$ cat src/rtl/ex_csr_port_arb.sv
// rtl/ex_csr_port_arb.sv - two-requester arbiter for the single CSR-file access port
// One transaction in flight: IDLE (grant) -> ACCESS (1-cycle strobe) -> RESP (hold until taken).
module ex_csr_port_arb #(
  parameter int XLEN     = 32,
  parameter int IDX_W    = 12,
  parameter int DBG_PRIO = 1
) (
  input  logic             clk,
  input  logic             rst,
  input  logic             req0_valid,
  output logic             req0_ready,
  input  logic [IDX_W-1:0] req0_idx,
  input  logic             req0_wr_en,
  input  logic             req0_rd_en,
  input  logic [XLEN-1:0]  req0_wdat,
  output logic             rsp0_valid,
  input  logic             rsp0_ready,
  input  logic             req1_valid,
  output logic             req1_ready,
  input  logic [IDX_W-1:0] req1_idx,
  input  logic             req1_wr_en,
  input  logic             req1_rd_en,
  input  logic [XLEN-1:0]  req1_wdat,
  output logic             rsp1_valid,
  input  logic             rsp1_ready,
  output logic [XLEN-1:0]  rsp_rdat,
  output logic             rsp_err,
  output logic             csr_ena,
  output logic             csr_wr_en,
  output logic             csr_rd_en,
  output logic [IDX_W-1:0] csr_idx,
  output logic [XLEN-1:0]  wbck_csr_dat,
  input  logic [XLEN-1:0]  read_csr_dat,
  input  logic             csr_access_ilgl
);

  localparam logic [1:0] S_IDLE   = 2'd0;
  localparam logic [1:0] S_ACCESS = 2'd1;
  localparam logic [1:0] S_RESP   = 2'd2;

  logic [1:0]       state_q, state_d;
  logic             owner_q, owner_d;
  logic             rr_last_q, rr_last_d;
  logic [IDX_W-1:0] idx_q, idx_d;
  logic             wr_q, wr_d;
  logic             rd_q, rd_d;
  logic [XLEN-1:0]  wdat_q, wdat_d;
  logic [XLEN-1:0]  rdat_q, rdat_d;
  logic             err_q, err_d;
  logic             ena_q, ena_d;

  logic is_idle;
  logic grant1;
  logic accept;

  // rr_last_q names the requester granted last; the other one wins a tie in round-robin mode.
  always_comb begin
    grant1 = req1_valid;
    if (req0_valid && req1_valid) begin
      grant1 = (DBG_PRIO != 0) ? 1'b1 : ~rr_last_q;
    end
  end

  assign is_idle    = (state_q == S_IDLE) && !rst;
  assign req1_ready = is_idle && req1_valid && grant1;
  assign req0_ready = is_idle && req0_valid && !grant1;
  assign accept     = req0_ready || req1_ready;

  always_comb begin
    state_d   = state_q;
    owner_d   = owner_q;
    rr_last_d = rr_last_q;
    idx_d     = idx_q;
    wr_d      = wr_q;
    rd_d      = rd_q;
    wdat_d    = wdat_q;
    rdat_d    = rdat_q;
    err_d     = err_q;
    ena_d     = 1'b0;
    case (state_q)
      S_IDLE: begin
        if (accept) begin
          state_d   = S_ACCESS;
          owner_d   = grant1;
          rr_last_d = grant1;
          idx_d     = grant1 ? req1_idx   : req0_idx;
          wr_d      = grant1 ? req1_wr_en : req0_wr_en;
          rd_d      = grant1 ? req1_rd_en : req0_rd_en;
          wdat_d    = grant1 ? req1_wdat  : req0_wdat;
          ena_d     = 1'b1;
        end
      end
      S_ACCESS: begin
        state_d = S_RESP;
        err_d   = csr_access_ilgl;
        rdat_d  = (csr_access_ilgl || !rd_q) ? '0 : read_csr_dat;
      end
      S_RESP: begin
        if (owner_q ? rsp1_ready : rsp0_ready) begin
          state_d = S_IDLE;
        end
      end
      default: state_d = S_IDLE;
    endcase
  end

  always_ff @(posedge clk or posedge rst) begin
    if (rst) begin
      state_q   <= S_IDLE;
      owner_q   <= 1'b0;
      rr_last_q <= 1'b1;
      idx_q     <= '0;
      wr_q      <= 1'b0;
      rd_q      <= 1'b0;
      wdat_q    <= '0;
      rdat_q    <= '0;
      err_q     <= 1'b0;
      ena_q     <= 1'b0;
    end else begin
      state_q   <= state_d;
      owner_q   <= owner_d;
      rr_last_q <= rr_last_d;
      idx_q     <= idx_d;
      wr_q      <= wr_d;
      rd_q      <= rd_d;
      wdat_q    <= wdat_d;
      rdat_q    <= rdat_d;
      err_q     <= err_d;
      ena_q     <= ena_d;
    end
  end

  assign csr_ena      = ena_q;
  assign csr_wr_en    = ena_q && wr_q;
  assign csr_rd_en    = ena_q && rd_q;
  assign csr_idx      = idx_q;
  assign wbck_csr_dat = wdat_q;
  assign rsp_rdat     = rdat_q;
  assign rsp_err      = err_q;
  assign rsp0_valid   = (state_q == S_RESP) && !owner_q;
  assign rsp1_valid   = (state_q == S_RESP) && owner_q;

endmodule

$ cat config.mk
export PLATFORM = sky130hd
export DESIGN_NAME = ex_csr_port_arb
export DESIGN_NICKNAME = d
export VERILOG_FILES = /design/src/rtl/ex_csr_port_arb.sv
export SDC_FILE = /design/constraint.sdc
export NUM_CORES = 1
export LEC_CHECK = 0
export CAP_MARGIN = 30
export CORE_ASPECT_RATIO = 1.4
export CORE_MARGIN = 4
export CORE_UTILIZATION = 39
export CTS_CLUSTER_DIAMETER = 150
export CTS_CLUSTER_SIZE = 8
export DETAILED_ROUTE_END_ITERATION = 6
export PLACE_DENSITY_LB_ADDON = 0.05
export SLEW_MARGIN = 20
export SYNTH_ARGS = -nofsm -noshare
export SYNTH_HDL_FRONTEND = slang
export SYNTH_SLANG_ARGS = --single-unit
$ cat constraint.sdc
create_clock -name clk -period 3.6 [get_ports clk]
set_input_delay 0.72 -clock clk [delete_from_list [all_inputs] [get_ports clk]]
set_output_delay 0.72 -clock clk [all_outputs]
set_load 0.02 [all_outputs]
**Gate-type map**

(4 px per µm)
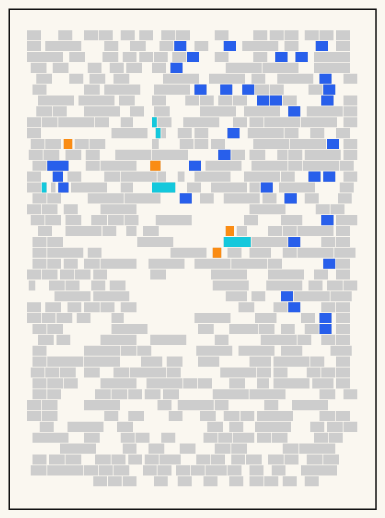
legend:
  cyan:
    family: nor cells
    cells: 5
    most_used: nor2_1
  blue:
    family: non-inverting ao/oa cells
    cells: 35
    most_used: a22o_1
  orange:
    family: and/or cells
    cells: 4
    most_used: and2_1
combinational share of cell area: 24.4%
dominant logic cell type in the layout: clkdlybuf4s50_1
Layout Cells excl Fill: 570

**Congestion heat map**

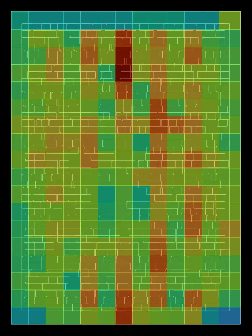
routed len/inst: 17.7 µm
M2 GR Usage: 30.8%
GRT Util Overall: 18.0%
GRT busiest layer: met2

**Routed metal per tile**

(3 px per µm) The die is cut into 18 by 25 equal tiles; white is low, dark blue is high, scaled to the fullest tile. Values are wire area over tile area, all layers added.
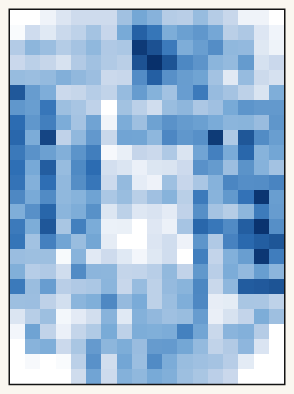
emptiest ninth of the die: middle
tiles over half the peak: 31%
nearly empty tiles: 4.9%
mean over tiles: 0.15
routed vias: 2830
Post-Route WL: 10100 µm

==> run_results.csv <==
group,metric,value,unit
sta,rsz0062_at_grt,"no",
critical_path,critical_path_class,"input pin to output port",
routing,top_layer_used,"met4",
placed_design,dp.cells,554,
critical_path,worstSetupStartpointType,"input pin",
layout,n_clock_buffer,9,
critical_path,crit_arrival,2.24,ns
sta,max_freq,338,MHz
routing,met3WireLength,883,µm
floorplanning,fp-row-count,42,
critical_path,crit_chain,"clkdlybuf4s50_1, nor3_4, and2_1, clkdlybuf4s50_1",
logic_synthesis,common_cells,"83 x dfrtp_1, 78 x mux2_2, 32 x a22o_1",
logic_synthesis,ys_cells,244,
power,p_sw,1720,µW
power,top_power_group,"combinational logic",
sta,holdWs,0.505,ns
layout,logic_area,0.00152,mm²
cts,cts_resized,0,
routing,dr_wl_met2,5130,µm
logic_synthesis,flop_cell,"dfrtp_1",
placed_design,postPlaceCellArea,0.00592,mm²
layout,utilization,65.6,%
logic_synthesis,top_cell_area_share,54.8,%
layout,nonClockInverterCount,2,
critical_path,r2r_setup_slack,1.71,ns
power,leakage,0.00260,µW
power,comb_power_share,48.9,%
cts,cts_max_level,3,
logic_synthesis,ys_warn_count,0,
cts,post-cts-setup-buffers,0,
critical_path,crit_buf_inv,2,
grt,use_met1,20.4,%
power,clkPwrFrac,18.0,%
critical_path,crit_family,"buffers and inverters",
logic_synthesis,fa_ha_area_share,0,%
cts,clk_pin_slew_worst_paths,0.06,ns
run,warnings,26,
logic_synthesis,ys_seq_share,54.8,%
sta,setup_ws,0.642,ns
cts,clock_sinks,83,
logic_synthesis,synth_cells,244,
critical_path,r2r_end,"rsp_rdat[26]",
floorplanning,core,0.00946,mm²
routing,via_per_inst,4.96,
layout,syn_to_final_growth,63.9,%
layout,final_cell_mix,"213 x clkdlybuf4s50_1, 83 x dfrtp_1, 78 x mux2_2, 32 x a22o_1, 16 x mux2_4",
logic_synthesis,largest_area_cell,"dfrtp_1",
grt,grt_overflow,0,
cts,cts.path.max_buffers,2,
layout,nNetsFinal,586,
logic_synthesis,floorplan.nets,375,
floorplanning,ios,215,
floorplanning,die_x,91.3,µm
sta,period_used_share,82.2,%
sta,min_period,2.96,ns
layout,drive_gt1_share,25.9,%
routing,firstDrtPassIters,4,
logic_synthesis,ys_area,0.00379,mm²
sta,final-max-slew-violation-count,0,
critical_path,cp_slowest_cell,"clkdlybuf4s50_1",
power,finalPower,4900,µW
outcome,status,"finished clean",
critical_path,max_stage_delay,0.61,ns
layout,postLayoutCellArea,0.00621,mm²
hold_path,worstHoldEndpoint,"wbck_csr_dat[14]",
sta,worst_slew_pin_slew,0.829,ns
grt,grt_start_max_net_pins,48,
grt,grt_pass1_vias,3106,
logic_synthesis,synth_area,0.00379,mm²
layout,seq-cell-share,33.4,%
logic_synthesis,top_cell,"dfrtp_1",
critical_path,rr_worst_depth,4,
sta,setup_tns,0,ns
logic_synthesis,area_leaders,"dfrtp_1 55%, mux2_2 23%, a22o_1 7.4%",
placed_design,io_buffers,214,
cts,cts-buffers-inserted,9,
critical_path,r2r-start,"state_q[1]",
cts,cts_tree,"yes",
grt,grt_pass1_wl,16100,µm
floorplanning,nWellTaps,110,
power,comb_cell_power,2400,µW
layout,clock_area_share,4.67,%
cts,cts_root_buffer,"clkbuf_16",
run,cap_violations,0,
layout,top_area_cell_class,"non-clock buffers",
placed_design,dp_hpwl,7710,µm
critical_path,cp_common_cell,"clkdlybuf4s50_1",
cts,ctsHoldBuffers,0,
logic_synthesis,synth-edff-count,0,
logic_synthesis,synth-xor-area-share,0,%
routing,drt-initial-drc-count,78,
logic_synthesis,yosys_register_bits,83,
logic_synthesis,ys_sh_mux,29.5,%
logic_synthesis,postSynth.asyncResetShare,100,%
routing,wl_met1,3860,µm
logic_synthesis,syn_area_per_cell,15.5,µm²
routing,drc,0,
grt,antenna_found_initial,0,
logic_synthesis,simple_gate_share,2.18,%
power,internal-power,3190,µW
cts,clk_latency,0.34,ns
layout,n_antenna_cell,0,
power,power_clock,883,µW
sta,setup_viol,0,
layout,logic_gate_count,141,
sta,hold_viol_final,0,
logic_synthesis,logic_family,"multiplexers",
floorplanning,die-area,0.0114,mm²
floorplanning,fp-utilization,40.1,%
sta,slew_headroom,44.7,%
critical_path,worstSetupPathDepth,4,
power,p_seq,1620,µW
layout,n_fill_cell,740,
power,powerDensity,790,mW/mm²
hold_path,hold_depth,1,
logic_synthesis,ys_types,22,
logic_synthesis,aoi_share,8.32,%
layout,final-nonclk-buf-share,35.1,%
No activity file was given, so power comes from the tool's default toggle rates.
